$ cat src/rtl/piso_tx_if.sv
// Parallel-side handshake of the piso_tx transmitter.
// The source drives a word and a valid flag. The transmitter answers with ready.
interface piso_tx_if #(
    parameter int WIDTH = 4
);
    logic [WIDTH-1:0] p_in;
    logic             p_valid;
    logic             p_ready;

    // Word source (upstream logic or testbench)
    modport master (
        output p_in,
        output p_valid,
        input  p_ready
    );

    // Transmitter side
    modport slave (
        input  p_in,
        input  p_valid,
        output p_ready
    );
endinterface

$ cat src/rtl/piso_tx.sv
// piso_tx: parallel-in serial-out transmitter, MSB first, one bit per clock.
// A one-word holding buffer lets the next word be taken while the current word
// shifts, so back-to-back words leave with no idle bit between them.
// Every output is a decode of registered state only, so no input reaches an
// output through combinational logic.
module piso_tx #(
    parameter int WIDTH = 4
) (
    input  logic     clk,
    input  logic     reset_n,
    piso_tx_if.slave bus,
    output logic     s_out,
    output logic     s_valid,
    output logic     s_first,
    output logic     s_last,
    output logic     busy
);

    localparam int             CW   = $clog2(WIDTH);
    localparam logic [CW-1:0]  LAST = CW'(WIDTH - 1);

    typedef enum logic {
        IDLE  = 1'b0,
        SHIFT = 1'b1
    } state_t;

    state_t           state;
    logic [WIDTH-1:0] sh;
    logic [WIDTH-1:0] hold;
    logic [CW-1:0]    cnt;
    logic             hold_full;
    logic             accept;

    // The handshake completes when the source offers a word and the holding slot is free.
    assign bus.p_ready = !hold_full;
    assign accept      = bus.p_valid && !hold_full;

    // Transmit FSM: load or shift the word, buffer the next word, and chain words with no gap.
    // NOTE: all state here is written with <= so every register samples the
    // pre-edge values. Blocking writes would let later lines see new values.
    always_ff @(posedge clk or negedge reset_n) begin
        if (!reset_n) begin
            // NOTE: the data registers (sh, hold) are cleared as well as the
            // control flags, so a discarded word cannot leak out after reset.
            state     <= IDLE;
            sh        <= '0;
            hold      <= '0;
            cnt       <= '0;
            hold_full <= 1'b0;
        end else begin
            case (state)
                IDLE: begin
                    if (accept) begin
                        sh    <= bus.p_in;
                        cnt   <= '0;
                        state <= SHIFT;
                    end
                end

                SHIFT: begin
                    if (cnt != LAST) begin
                        // Mid-word: advance one bit. A new word parks in hold.
                        sh  <= sh << 1;
                        cnt <= cnt + 1'b1;
                        if (accept) begin
                            hold      <= bus.p_in;
                            hold_full <= 1'b1;
                        end
                    end else if (hold_full) begin
                        // Last bit, buffered word waiting: chain it in with no gap.
                        // p_ready is low here, so no accept can occur.
                        sh        <= hold;
                        hold_full <= 1'b0;
                        cnt       <= '0;
                    end else if (accept) begin
                        // Last bit with an empty buffer: the new word goes straight to sh.
                        sh  <= bus.p_in;
                        cnt <= '0;
                    end else begin
                        state <= IDLE;
                        cnt   <= '0;
                    end
                end

                default: state <= IDLE;
            endcase
        end
    end

    // Serial outputs. Data is forced low outside valid bits.
    assign s_valid = (state == SHIFT);
    assign s_out   = s_valid & sh[WIDTH-1];
    assign s_first = s_valid & (cnt == '0);
    assign s_last  = s_valid & (cnt == LAST);
    assign busy    = s_valid | hold_full;

endmodule
$ cat src/flat_wrapper.sv
// flat-port wrapper written by rule: the top's interface ports become plain ports
module piso_tx_flat 
#(
    parameter int WIDTH = 4
)
  (clk, reset_n, s_out, s_valid, s_first, s_last, busy, bus_p_in, bus_p_valid, bus_p_ready);
  piso_tx_if #(.WIDTH(WIDTH)) bus_i ();
  input  logic clk;
  input  logic reset_n;
  output logic s_out;
  output logic s_valid;
  output logic s_first;
  output logic s_last;
  output logic busy;
  input wire logic [$bits(bus_i.p_in)-1:0] bus_p_in;
  input wire logic [$bits(bus_i.p_valid)-1:0] bus_p_valid;
  output wire logic [$bits(bus_i.p_ready)-1:0] bus_p_ready;
  assign bus_i.p_in = bus_p_in;
  assign bus_i.p_valid = bus_p_valid;
  assign bus_p_ready = bus_i.p_ready;
  piso_tx #(.WIDTH(WIDTH)) u_core (.clk(clk), .reset_n(reset_n), .bus(bus_i), .s_out(s_out), .s_valid(s_valid), .s_first(s_first), .s_last(s_last), .busy(busy));
endmodule
$ cat config.mk
export PLATFORM = sky130hd
export DESIGN_NAME = piso_tx_flat
export DESIGN_NICKNAME = d
export VERILOG_FILES = /design/src/rtl/piso_tx_if.sv /design/src/rtl/piso_tx.sv /design/src/flat_wrapper.sv
export SDC_FILE = /design/constraint.sdc
export NUM_CORES = 1
export LEC_CHECK = 0
export CAP_MARGIN = 20
export CELL_PAD_IN_SITES_DETAIL_PLACEMENT = 1
export CELL_PAD_IN_SITES_GLOBAL_PLACEMENT = 2
export CORE_UTILIZATION = 33
export CTS_CLUSTER_DIAMETER = 80
export DETAILED_ROUTE_END_ITERATION = 12
export GPL_TIMING_DRIVEN = 0
export PLACE_DENSITY_LB_ADDON = 0.3
export SYNTH_ARGS = -nofsm -noshare
export SYNTH_HDL_FRONTEND = slang
export SYNTH_SLANG_ARGS = --single-unit
export TNS_END_PERCENT = 5
$ cat constraint.sdc
create_clock -name clk -period 4.6 [get_ports clk]
set_clock_uncertainty 0.1 [all_clocks]
set_input_delay 0.92 -clock clk [delete_from_list [all_inputs] [get_ports clk]]
set_output_delay 0.92 -clock clk [all_outputs]
set_load 0.05 [all_outputs]
### Clock network drawn from the DEF

(8 px per µm)
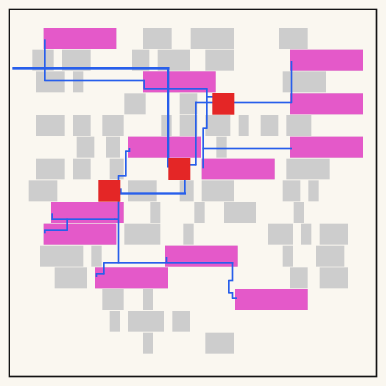
[red] clock-net drivers | count: 3
[magenta] flip-flops | count: 12
[blue] clock wires | length: 175 µm
routed clock nets: 4

==> notes.md <==
impl run done, here's what came out: clk latency late pin 0.27 ns, synthesis area per yosys 630.6 µm², setup violators final 0, hold-fix buffers at CTS 0, std cell rows 15, Area growth, synth to finish 27.58%, Yosys Instances 58, Tightest Hold Check Type reg2reg, drt initial violations 7, IO Pins 13, Synth area leader dfrtp_1, first-pass GRT wire length 2263 µm, final instance area 804.5 µm², Die Span Y 45.72 µm, Antenna Nets Post-Route 0, sequential share of the synthesized area 47.62%, DR top layer met4, Metal-1 WL 713 µm, Final Hold Viols 0, CTS tree yes, Pre-Repair DR Iteration Count 3, crit path cell chain clkbuf_1 > and2_1 > clkdlybuf4s50_1, GR Overflow Total 0, CP endpoint kind output port, die area 2090 µm², post-synthesis cell type count 24, Crit path max-delay family buffers and inverters, clk buf depth 2, DP Worst Slack 1.784 ns, WP buf/inv 2, initial core utilization 35.74%, layout cells sized above 1 16.44%, setup ws final 1.474 ns, crit path max fanout 10, global-route track usage on met1 21.52%, Antenna diodes 0, slowest cell on the critical path clkdlybuf4s50_1, area of placed instances 782.0 µm², Routed WL 1421 µm, max_cap viols 0, met3 GRT Util 4.762%, Final Util 45.60%, Most Used Layer, Global Route met2, Die X 45.72 µm, WP data arrival 2.11 ns, clk sinks 12, outcome complete, no violations, vias in the first global route 487, Vias 485, Post-Layout Cell Count 98, asr flop ratio synth 100.0%, WL met3 68 µm, Final TNS setup 0 ns, Lkg Pwr 0.3468 nW, Dominant Register Cell dfrtp_1, syn nets 67, postcts setup bufs 0, H-tree Lvls 1, critical path type reg2out, Yosys reg bits 12, Yosys top cell area share 47.62%, met2 WL post-DR 627 µm, RSZ-0062 raised after global routing no, Worst Setup Start Kind flip-flop, internal reg-to-reg setup slack 2.94 ns, CTS Buf Count 3, YS warnings 0, cells after synthesis 58, clock root buffer master clkbuf_4, cycle use final 67.95%, Wirelength per Cell 14.50 µm, synthesized area 630.6 µm², crit path DRT 3.58 ns, dpl hpwl 1001 µm, Worst-path clk slew 0.07 ns
### Layout detail

Window x 8 to 38, y 0 to 30 µm. Cells in grey, sequential cells in the stronger grey; small squares are vias.
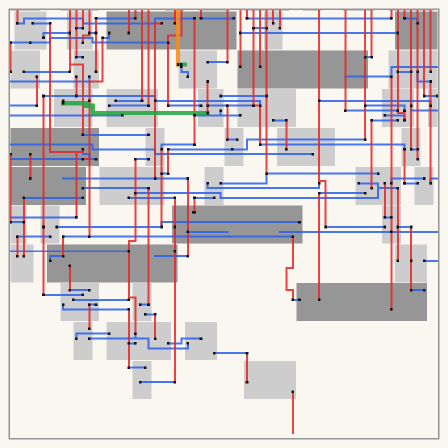
[orange] M4
[green] M3
[blue] M1
[red] M2
sequential cells in the window: 7
netlist names of flops here include: u_core.sh (3), u_core.cnt (2)
cells with their middle in the window: 38
most frequent: nand2_1 (7), dfrtp_1 (7), inv_1 (3)

[registers in the layout, indices dropped and copies added (netlist names)]
signal	cells
u_core.sh	4
u_core.s_valid	1
u_core.hold	4
u_core.cnt	2
u_core.hold_full	1
[cells by family (layout without fill, tap and decap cells)]
family	after synthesis	count (layout)	synth area share, %
buffers and inverters	7	22	6.546
AND-OR/OR-AND	11	11	12.30
flip-flops	12	12	47.62
AND/OR/NAND/NOR	20	20	16.67
multiplexers	6	6	12.90
adder cells (fa/ha/maj)	2	2	3.968
[Yosys cell counts, types with 2 or more instances]
cell type	n
dfrtp_1	12
nand2_1	9
inv_1	4
mux2_4	4
a32oi_1	3
and2_1	3
o22ai_1	3
buf_6	2
ha_1	2
o21ai_0	2
[final cells by class]
type                    count  area (µm²)
well taps                  25       31.28
plain buffers               3       26.28
repair buffers             12       120.1
fillers                   207       959.7
multi-input cells          39       289.0
flip-flops and latches     12       300.3
inverters                   4       15.01
clock buffers               3       22.52
[path summary, 6_finish.rpt]
path                                             from                            to  depth (start not counted)
setup reg to reg            u_core.cnt[0]$_DFFE_PN0P_        u_core.sh[3]$_DFF_PN0_                          4
min in group asynchronous                     reset_n        u_core.sh[3]$_DFF_PN0_                          1
max in group asynchronous                     reset_n  u_core.hold_full$_DFFE_PN0P_                          1
hold / removal             u_core.hold[2]$_DFFE_PN0P_    u_core.hold[2]$_DFFE_PN0P_                          1
setup / recovery             u_core.s_valid$_DFF_PN0_                       s_first                          3
hold reg to reg            u_core.hold[2]$_DFFE_PN0P_    u_core.hold[2]$_DFFE_PN0P_                          1
[where the power goes]
part | switching [mW] | total, mW | internal (mW)
Sequential | 0.0413 | 0.201 | 0.160
Combinational | 0.195 | 0.352 | 0.157
Clock | 0.0338 | 0.0641 | 0.0302
No activity file was given, so power comes from the tool's default toggle rates.
